--- config.mk ---
export PLATFORM = sky130hd
export DESIGN_NAME = t65_bus_ctrl
export DESIGN_NICKNAME = d
export VERILOG_FILES = /design/src/rtl/t65_bus_ctrl.sv
export SDC_FILE = /design/constraint.sdc
export NUM_CORES = 1
export LEC_CHECK = 0
export CORE_MARGIN = 2
export CORE_UTILIZATION = 40
export CTS_CLUSTER_SIZE = 16
export DETAILED_ROUTE_END_ITERATION = 7
export GPL_TIMING_DRIVEN = 0
export PLACE_DENSITY = 0.83
export SYNTH_ARGS = -nofsm -noshare
export SYNTH_HDL_FRONTEND = slang
export SYNTH_SLANG_ARGS = --single-unit
--- constraint.sdc ---
create_clock -name clk -period 2.45 [get_ports clk]
set_input_delay 0.245 -clock clk [delete_from_list [all_inputs] [get_ports clk]]
set_output_delay 0.245 -clock clk [all_outputs]
set_load 0.03 [all_outputs]
--- src/rtl/t65_bus_ctrl.sv ---
// Bus-cycle controller between the T65 core and the external bus: ADDR, STROBE (+waits), END.
// Optional macro T65_BUS_EXT_WAIT_EN stretches STROBE while wait_n is low.
module t65_bus_ctrl #(
  parameter int ADDR_W        = 24,
  parameter int WAIT_CYCLES   = 1,
  parameter bit IDLE_ON_DUMMY = 1'b1
) (
  input  logic              clk,
  input  logic              rst_n,
  input  logic              run,
  output logic              core_enable,
  input  logic [23:0]       core_addr,
  input  logic              core_r_not_w,
  input  logic              core_vda,
  input  logic              core_vpa,
  input  logic [7:0]        core_data_o,
  output logic [7:0]        core_data_i,
  output logic [ADDR_W-1:0] bus_addr,
  output logic              bus_r_not_w,
  output logic              bus_cs_n,
  output logic              bus_oe_n,
  output logic              bus_we_n,
  output logic [7:0]        data_o,
  output logic              data_oe,
  input  logic [7:0]        data_i,
  input  logic              wait_n
);

  typedef enum logic [1:0] {S_IDLE, S_ADDR, S_STROBE, S_END} state_t;

  state_t              r_state, w_next;
  logic [3:0]          r_wait_cnt;
  logic [ADDR_W-1:0]   r_bus_addr;
  logic                r_bus_r_not_w;
  logic                r_bus_cs_n;
  logic                r_bus_oe_n;
  logic                r_bus_we_n;
  logic [7:0]          r_data_o;
  logic                r_data_oe;
  logic [7:0]          r_core_data_i;
  logic                r_core_enable;

  logic                w_wait_ok;
  logic                w_sel;
  logic                w_rd;
  logic                w_wr;
  logic                w_unused;

`ifdef T65_BUS_EXT_WAIT_EN
  assign w_wait_ok = wait_n;
`else
  assign w_wait_ok = 1'b1;
`endif

  // Upper address bits beyond ADDR_W are dropped by design.
  assign w_unused = ^{wait_n, core_addr};

  assign w_sel = !(IDLE_ON_DUMMY && !core_vda && !core_vpa);
  // Strobe kind follows what was latched at ADDR, so core changes later are ignored.
  assign w_rd  =  r_bus_r_not_w & ~r_bus_cs_n;
  assign w_wr  = ~r_bus_r_not_w & ~r_bus_cs_n;

  always_comb begin
    w_next = r_state;
    unique case (r_state)
      S_IDLE:   if (run) w_next = S_ADDR;
      S_ADDR:   w_next = S_STROBE;
      S_STROBE: if (r_wait_cnt == 4'd0 && w_wait_ok) w_next = S_END;
      S_END:    w_next = run ? S_ADDR : S_IDLE;
      default:  w_next = S_IDLE;
    endcase
  end

  always_ff @(posedge clk or negedge rst_n) begin
    if (!rst_n) begin
      r_state       <= S_IDLE;
      r_wait_cnt    <= 4'd0;
      r_bus_addr    <= '0;
      r_bus_r_not_w <= 1'b1;
      r_bus_cs_n    <= 1'b1;
      r_bus_oe_n    <= 1'b1;
      r_bus_we_n    <= 1'b1;
      r_data_o      <= 8'h00;
      r_data_oe     <= 1'b0;
      r_core_data_i <= 8'hFF;
      r_core_enable <= 1'b0;
    end else begin
      r_state       <= w_next;
      r_core_enable <= (w_next == S_END);
      unique case (w_next)
        S_ADDR: begin
          r_bus_addr    <= core_addr[ADDR_W-1:0];
          r_bus_r_not_w <= core_r_not_w;
          r_data_o      <= core_data_o;
          r_bus_cs_n    <= ~w_sel;
          r_bus_oe_n    <= 1'b1;
          r_bus_we_n    <= 1'b1;
          r_data_oe     <= 1'b0;
          r_wait_cnt    <= 4'(WAIT_CYCLES);
        end
        S_STROBE: begin
          r_bus_oe_n <= ~w_rd;
          r_bus_we_n <= ~w_wr;
          r_data_oe  <= w_wr;
          if (r_state == S_STROBE && r_wait_cnt != 4'd0)
            r_wait_cnt <= r_wait_cnt - 4'd1;
        end
        S_END: begin
          // cs_n, address and data_oe hold through END for write hold time.
          r_bus_oe_n <= 1'b1;
          r_bus_we_n <= 1'b1;
          if (w_rd) r_core_data_i <= data_i;
        end
        default: begin
          r_bus_cs_n <= 1'b1;
          r_bus_oe_n <= 1'b1;
          r_bus_we_n <= 1'b1;
          r_data_oe  <= 1'b0;
        end
      endcase
    end
  end

  assign core_enable = r_core_enable;
  assign core_data_i = r_core_data_i;
  assign bus_addr    = r_bus_addr;
  assign bus_r_not_w = r_bus_r_not_w;
  assign bus_cs_n    = r_bus_cs_n;
  assign bus_oe_n    = r_bus_oe_n;
  assign bus_we_n    = r_bus_we_n;
  assign data_o      = r_data_o;
  assign data_oe     = r_data_oe;

endmodule

Figure 1. Wiring by layer (run 1).
The bar under the picture is 20 um long.
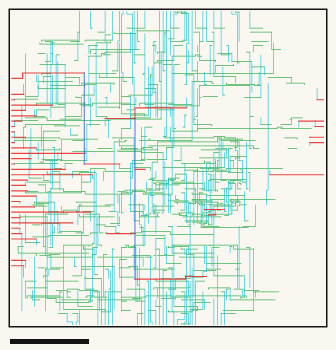
- blue: metal 4 (wire length 63.9 um)
- green: metal 1 (wire length 2030 um)
- cyan: metal 2 (wire length 2390 um)
- red: metal 3 (wire length 294 um)

Figure 2. Clock distribution (run 1).
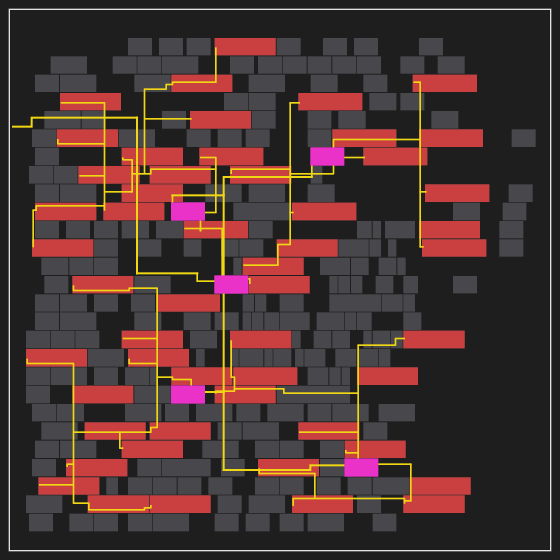
- yellow: clock wires (length 623 um)
- magenta: clock drivers (count 5)
- red: flip-flops (count 52)
- routed clock nets: 6

Figure 3. PDN straps and rails (run 1).
The bar under the picture is 20 um long. Pins as bars on the die edge.
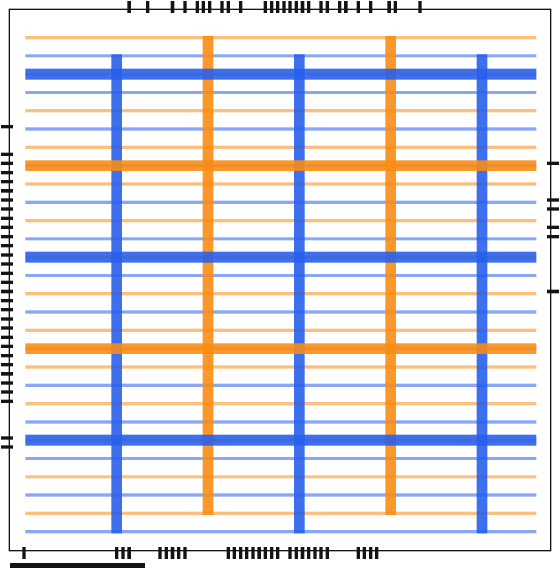
- orange: VDD
- blue: VSS
- signal pins: 93
- met1 rails: 28
- met4 straps: 5
- rows: 27

Figure 4. Placement by cell class (run 1).
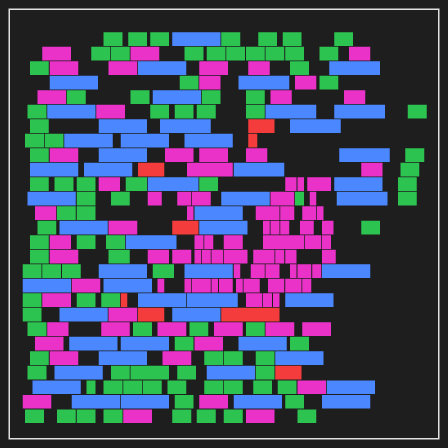
- green: other buffers and delay cells (cells 97; share of their area 29%)
- red: clock drivers and dummy loads (cells 8; share of their area 3.2%)
- magenta: combinational and other logic (cells 95; share of their area 29%)
- blue: flops (cells 52; share of their area 39%)

==> job_summary.md, run 1 <==
### Yosys + OpenROAD results

| Metric | Value |
|---|---|
| Iter 0 DRT Violations | 35 |
| Pins over their slew limit | 0 |
| Clk network pwr share | 0.107 |
| Post-DP HPWL | 3540 um |
| Logic pwr share | 0.606 |
| Flop+latch power | 1560 uW |
| Combinational logic power | 3300 uW |
| Flop area | 0.00132 mm2 |
| Cell total after placement | around 320 |
| Grt ovf | 0 |
| Final Util | 0.621 |
| Well-Tap Cells | between 70 and 80 |
| Share of cells above drive strength 1 | 0.278 |
| Routed len/inst | between 10 and 15 um |
| Row Count | 27 |
| Final TNS setup | 0 ns |
| Capture point of the worst reg-to-reg path | data_o[6] |
| Reg power frac | 0.287 |
| ClkCell Share | 0.0311 |
| Tot GR Track Use | 0.161 |
| Clk buf depth | 2 |
| Synth warnings | 0 |
| Pre-CTS setup slack | roughly 0.26 ns |
| Clk_lat worst skew | approximately 0.31 ns |
| Status | complete, no violations |
| Met1 WL | a little over 2000 um |
| Synth top cells by count | 40 x dfrtp_1, 29 x mux2_4, 12 x dfstp_2, 12 x mux2_2, 6 x inv_1 |
| CP max FO | 10 |
| Cts hold-fix bufs | 1 |
| Top Layout Cells | 90 x clkdlybuf4s50_1, 40 x dfrtp_1, 29 x mux2_4, 12 x mux2_2, 12 x dfstp_2 |
| Combinational share of cell area | 0.273 |
| Crit path cell chain | inv_1 -> ha_1 -> nand4bb_1 -> o211ai_4 -> nand2_4 -> buf_6 -> mux2_4 |
| P_clk | 584 uW |
| Final ANT Viol Nets | 0 |
| CTS H-Tree Depth | 2 |
| Post-synthesis cell area | 0.00233 mm2 |
| Yosys stat area | between 0.002 and 0.0025 mm2 |
| Post-layout net count | 302 |
| Max FFs per register | 24 |
| Basic Gates by Area | 0.0812 |
| Synth area leader | dfrtp_1 |
| Die Wd | between 80 and 90 um |
| Main logic family | multiplexers |
| Final setup vio count | 0 |
| Total of max-cap violations | 0 |
| Main flop type | dfrtp_1 |
| Reg-to-reg slack, setup | about 0.28 ns |
| Worst Setup EP | data_o[6] |
| Die area | approximately 0.0064 mm2 |
| Startpoint Class | register |
| Worst Skew | 0.00747 ns |
| Worst min-delay path class | in2async |
| Synth Net Count | 202 |
| Fill cells | 445 |
| Final Routed Wirelength | 4770 um |
| Final Total Pwr | 5450 uW |
| Tool warnings | 29 |
| Switching part of the total | 0.394 |
| First-pass GRT wire length | 7970 um |
| Syn Area/Cell | between 15 and 20 um2 |
| Top-count cell post-synth | dfrtp_1 |
| Post-DP Area | 0.00334 mm2 |
| Die height | 80.3 um |
| Cell depth of the worst setup path | 7 |
| Routed met2 length | 2390 um |
| Synth unique cells | 37 |
| Drt via density | 4.82 |
| Final Non-Filler Cells | about 320 |
| Final Hold Fails | 0 |
| M2 GR Usage | 0.260 |
| Comb_multi_in | 88 |
| Clock sink count | ~52 |
| Critical Path RT | 2.65 ns |
| Flop count | 52 |
| N_diodes | 0 |
| Register area share after synthesis | 0.566 |
| Final Cycle Share | 0.886 |
| Adder share | 0.0215 |
| Via count | between 1500 and 2000 |
| Pint | 3300 uW |
| Non-clk bufs | 97 |
| FP Util | 0.417 |
| Final instance area | 0.00346 mm2 |
| Reg2Reg Depth | 7 |
| Inverters | 7 |
| Area growth from synthesis to layout | 48.7% |
| Port bufs | 91 |
| Flop share of the area | 0.380 |
| Post-CTS Resized | 0 |
| Worst vdd ir | 0.894 mV |
| RSZ-0062 raised after global routing | false |
| Slew margin rel. | 0.644 |
| NonClk Buf Share | 0.282 |
| P_leak | 0.00153 uW |
| Tightest Pin Transition | 0.534 ns |
| CP Capture Type | register |
| Post-synth EDFFs | 0 |
| CTS tree | yes |
| Top cell excl fill/tap | clkdlybuf4s50_1 |
| CP top delay family | flip-flops |
| Clock buffers | 6 |
| Combinational Area | 945 um2 |
| Mux share | 0.250 |
==> run 2: changes to the inputs <==
--- a/config.mk
+++ b/config.mk
@@ -5,6 +5,8 @@
 export SDC_FILE = /design/constraint.sdc
 export NUM_CORES = 1
 export LEC_CHECK = 0
+export ABC_CLOCK_PERIOD_IN_PS = 2450
+export CAP_MARGIN = 10
 export CORE_MARGIN = 2
 export CORE_UTILIZATION = 40
 export CTS_CLUSTER_SIZE = 16
Figure 5. Clock distribution (run 2).
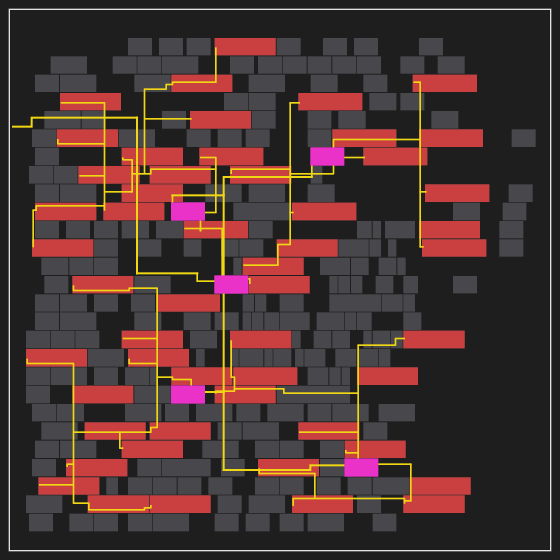
- magenta: clock drivers (count 5)
- yellow: clock wires (length 623 um)
- red: flip-flops (count 52)
- routed clock nets: 6

==> run 2 against run 1 <==
Design area unchanged. Clock power about the same. Power unchanged. Combinational power about the same.
==> job_summary.md, run 2 <==
### Yosys + OpenROAD results

| Metric | Value |
|---|---|
| Post-DP HPWL | 3540 um (unchanged) |
| Final ANT Viol Nets | 0 (unchanged) |
| Flop+latch power | 1560 uW (about the same) |
| Reg power frac | 0.287 (about the same) |
| Drt via density | 4.82 (unchanged) |
| Mux share | 0.250 (unchanged) |
| Basic Gates by Area | 0.0812 (unchanged) |
| Routed met2 length | 2390 um (unchanged) |
| NonClk Buf Share | 0.282 (unchanged) |
| P_clk | 584 uW (about the same) |
| Clock buffers | 6 (unchanged) |
| Flop area | 0.00132 mm2 (unchanged) |
| RSZ-0062 raised after global routing | false |
| Via count | 1563 (unchanged) |
| Clk buf depth | 2 (unchanged) |
| Main logic family | multiplexers |
| Logic pwr share | 0.606 (about the same) |
| Capture point of the worst reg-to-reg path | data_o[6] |
| CP max FO | 10 (unchanged) |
| Share of cells above drive strength 1 | 0.278 (unchanged) |
| Final Routed Wirelength | 4770 um (unchanged) |
| Final Cycle Share | 0.886 (unchanged) |
| Clk_lat worst skew | 0.31 ns (about the same) |
| Synth top cells by count | 40 x dfrtp_1, 29 x mux2_4, 12 x dfstp_2, 12 x mux2_2, 6 x inv_1 |
| Worst Skew | 0.00747 ns (unchanged) |
| Total of max-cap violations | 0 (unchanged) |
| Worst min-delay path class | in2async |
| Post-CTS Resized | 0 (unchanged) |
| Pint | 3300 uW (unchanged) |
| Final setup vio count | 0 (unchanged) |
| Synth Net Count | 202 (unchanged) |
| Combinational logic power | 3300 uW (about the same) |
| CTS tree | yes |
| Inverters | 7 (unchanged) |
| CTS H-Tree Depth | 2 (unchanged) |
| Status | complete, no violations |
| Cell total after placement | 315 (unchanged) |
| Crit path cell chain | inv_1 -> ha_1 -> nand4bb_1 -> o211ai_4 -> nand2_4 -> buf_6 -> mux2_4 |
| Met1 WL | 2030 um (unchanged) |
| Die area | 0.00644 mm2 (unchanged) |
| Post-DP Area | 0.00334 mm2 (unchanged) |
| Routed len/inst | 14.7 um (unchanged) |
| Flop count | 52 (unchanged) |
| Flop share of the area | 0.380 (unchanged) |
| Reg2Reg Depth | 7 (unchanged) |
| Post-synth EDFFs | 0 (unchanged) |
| CP top delay family | flip-flops |
| Grt ovf | 0 (unchanged) |
| ClkCell Share | 0.0311 (unchanged) |
| Clk network pwr share | 0.107 (about the same) |
| Cts hold-fix bufs | 1 (unchanged) |
| Cell depth of the worst setup path | 7 (unchanged) |
| Max FFs per register | 24 (unchanged) |
| Top cell excl fill/tap | clkdlybuf4s50_1 |
| Synth area leader | dfrtp_1 |
| Top-count cell post-synth | dfrtp_1 |
| Critical Path RT | 2.65 ns (about the same) |
| Clock sink count | 52 (unchanged) |
| Combinational Area | 945 um2 (unchanged) |
| Final Hold Fails | 0 (unchanged) |
| Final Util | 0.621 (unchanged) |
| M2 GR Usage | 0.260 (unchanged) |
| First-pass GRT wire length | 7970 um (unchanged) |
| Top Layout Cells | 90 x clkdlybuf4s50_1, 40 x dfrtp_1, 29 x mux2_4, 12 x mux2_2, 12 x dfstp_2 |
| Pre-CTS setup slack | 0.262 ns (unchanged) |
| Fill cells | 445 (unchanged) |
| Comb_multi_in | 88 (unchanged) |
| Pins over their slew limit | 0 (unchanged) |
| Non-clk bufs | 97 (unchanged) |
| Main flop type | dfrtp_1 |
| Synth unique cells | 37 (unchanged) |
| N_diodes | 0 (unchanged) |
| Syn Area/Cell | 15.4 um2 (unchanged) |
| CP Capture Type | register |
| Area growth from synthesis to layout | 48.7% (unchanged) |
Figure 6. PDN straps and rails (run 2).
The bar under the picture is 20 um long. Pins as bars on the die edge.
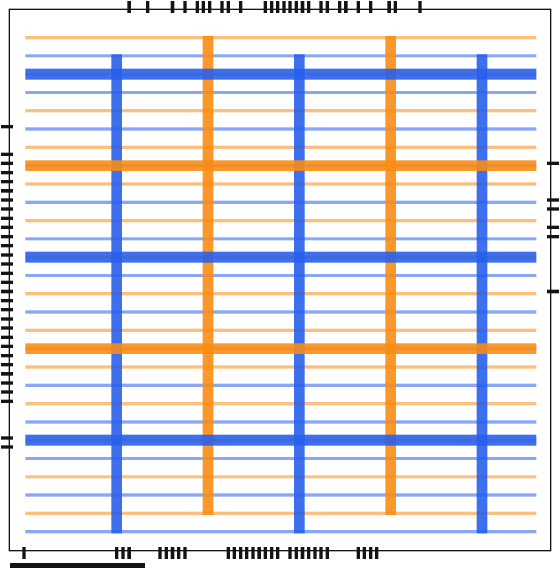
- blue: VSS
- orange: VDD
- met5 straps: 5
- met1 rails: 28
- met4 straps: 5
Die Wd: 80.3 um
worst vdd ir: 0.894 mV
die height: 80.3 um
core area: 0.00557 mm2

Figure 7. Congestion heat map (run 2).
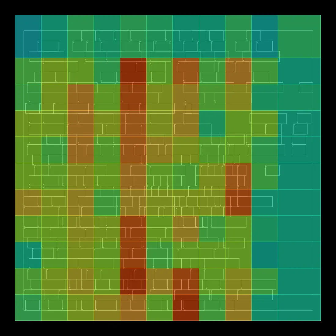

==> run 3: changes to the inputs <==
--- a/config.mk
+++ b/config.mk
@@ -7,7 +7,7 @@
 export LEC_CHECK = 0
 export ABC_CLOCK_PERIOD_IN_PS = 2450
 export CAP_MARGIN = 10
-export CORE_MARGIN = 2
+export CORE_MARGIN = 8
 export CORE_UTILIZATION = 40
 export CTS_CLUSTER_SIZE = 16
 export DETAILED_ROUTE_END_ITERATION = 7
Figure 8. Congestion heat map (run 3).
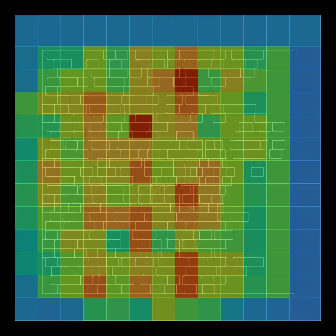
M1 GR Usage: 0.143
Tot GR Track Use: 0.131
Final Util: 0.622

Figure 9. Clock distribution (run 3).
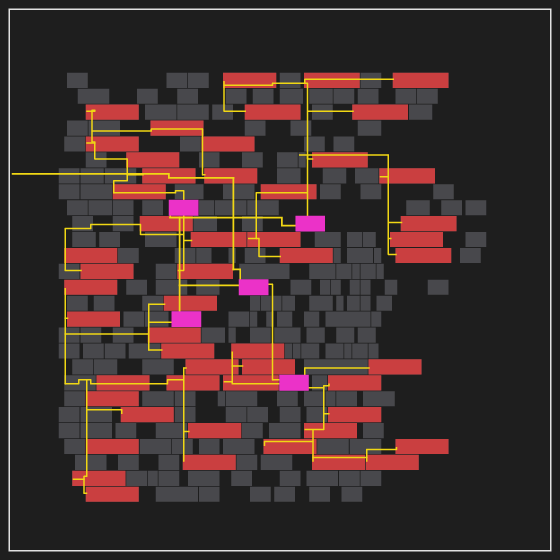
- red: flip-flops (count 52)
- yellow: clock wires (length 593 um)
- magenta: clock drivers (count 5)
- routed clock nets: 6
Clk network pwr share: 0.110
clk_lat worst skew: 0.30 ns
P_clk: 602 uW
Worst Skew: 0.00863 ns

==> run 3 against run 2 <==
Global-route usage down 3.0 points. Design area grew 0.25%. Critical path depth unchanged. First-iteration DRC count did not move. Non-clock buffer count unchanged. Die area up 32%. Register-to-register slack about the same. Synthesized area stayed put. Utilization grew 0.16 points. Flip-flop count is the same. Power rose by 0.62%. Largest cell class unchanged. Largest power group unchanged. Highest routed layer unchanged.
==> job_summary.md, run 3 <==
### Yosys + OpenROAD results

| Metric | Value |
|---|---|
| Synth area leader | dfrtp_1 |
| Post-CTS Resized | 0 (unchanged) |
| # Post-CTS Setup Buffers | 0 |
| Via count | 1568 (+0.32%) |
| Die height | 92.3 um (+15%) |
| Total of max-cap violations | 0 (unchanged) |
| Clock transition at path regs | 0.09 ns |
| Crit path cell chain | inv_1 -> ha_1 -> nand4bb_1 -> o211ai_4 -> nand2_4 -> buf_6 -> mux2_4 |
| Routed len/inst | 16.5 um (+12%) |
| Comb_multi_in | 88 (unchanged) |
| Flop count | 52 (unchanged) |
| R2r startpoint | r_state[0] |
| Adder share | 0.0215 |
| Met1 WL | 2130 um (+4.8%) |
| Pre-CTS setup slack | 0.277 ns (+0.0158 ns) |
| Cell total after placement | 315 (unchanged) |
| Cell depth of the worst setup path | 7 (unchanged) |
| Clk buf depth | 2 (unchanged) |
| Worst Setup EP | bus_addr[13] |
| Routed met2 length | 2690 um (+13%) |
| Clock sink count | 52 (unchanged) |
| Basic Gates by Area | 0.0812 (unchanged) |
| Worst min-delay path class | in2async |
| ClkCell Share | 0.0335 (+0.00245) |
| Synth Net Count | 202 (unchanged) |
| CP top delay family | flip-flops |
| Final ANT Viol Nets | 0 (unchanged) |
| Logic pwr share | 0.605 (about the same) |
| Pins over their slew limit | 0 (unchanged) |
| Inverters | 7 (unchanged) |
| Combinational Area | 945 um2 (unchanged) |
| CP Class | reg2reg |
| Main logic family | multiplexers |
| Area growth from synthesis to layout | 49.1% |
| Row Count | 27 |
| NonClk Buf Share | 0.281 (-0.000712) |
| Grt ovf | 0 (unchanged) |
| Post-DP Area | 0.00334 mm2 (unchanged) |
| Reg power frac | 0.285 (-0.002) |
| Pint | 3330 uW (+0.77%) |
| Cts hold-fix bufs | 1 (unchanged) |
| Fill cells | 437 (-1.8%) |
| Top Layout Cells | 90 x clkdlybuf4s50_1, 40 x dfrtp_1, 29 x mux2_4, 12 x mux2_2, 12 x dfstp_2 |
| Core area | 0.00557 mm2 (unchanged) |
| Max FFs per register | 24 (unchanged) |
| Flop area | 0.00132 mm2 (unchanged) |
| Top cells, area | dfrtp_1 43%, mux2_4 19%, dfstp_2 14% |
| Final Hold Fails | 0 (unchanged) |
| Synth unique cells | 37 (unchanged) |
| CP max FO | 10 (unchanged) |
| First-pass GRT wire length | 8880 um (+11%) |
| Mux share | 0.250 (unchanged) |
| WL met3 | approximately 450 um |
| Final setup vio count | 0 (unchanged) |
| Drt via density | 4.84 (+0.32%) |
| Well-Tap Cells | 72 |
| Main flop type | dfrtp_1 |
| Post-synth EDFFs | 0 (unchanged) |
| Synth top cells by count | 40 x dfrtp_1, 29 x mux2_4, 12 x dfstp_2, 12 x mux2_2, 6 x inv_1 |
| Share of cells above drive strength 1 | 0.278 (unchanged) |
| Worst vdd ir | 0.967 mV (+8.2%) |
| Clock buffers | 6 (unchanged) |
| Post-synthesis cell area | 0.00233 mm2 |
| Critical Path RT | 2.64 ns (about the same) |
| CP Capture Type | register |
| Flop+latch power | 1560 uW (about the same) |
| Non-clk bufs | 97 (unchanged) |
| RSZ-0062 raised after global routing | false |
| Syn Area/Cell | 15.4 um2 (unchanged) |
| Top-count cell post-synth | dfrtp_1 |
| Tool warnings | 29 |
| CTS tree | yes |
| Final Routed Wirelength | 5330 um (+12%) |
| Combinational logic power | 3320 uW (about the same) |
| Post-DP HPWL | 4190 um (+18%) |
| Flop share of the area | 0.380 (-0.000961) |
| M2 GR Usage | 0.222 (-0.0377) |
| N_diodes | 0 (unchanged) |
| Most used routing layer | met2 |
| Reg2Reg Depth | 7 (unchanged) |
| Status | complete, no violations |
| Die area | 0.00851 mm2 (+32%) |
| CTS H-Tree Depth | 2 (unchanged) |
| Final Cycle Share | 0.887 (about the same) |
| Die Wd | 92.3 um (+15%) |
| Capture point of the worst reg-to-reg path | bus_addr[13] |
| Top cell excl fill/tap | clkdlybuf4s50_1 |
Power is estimated from default activity; no workload was simulated.
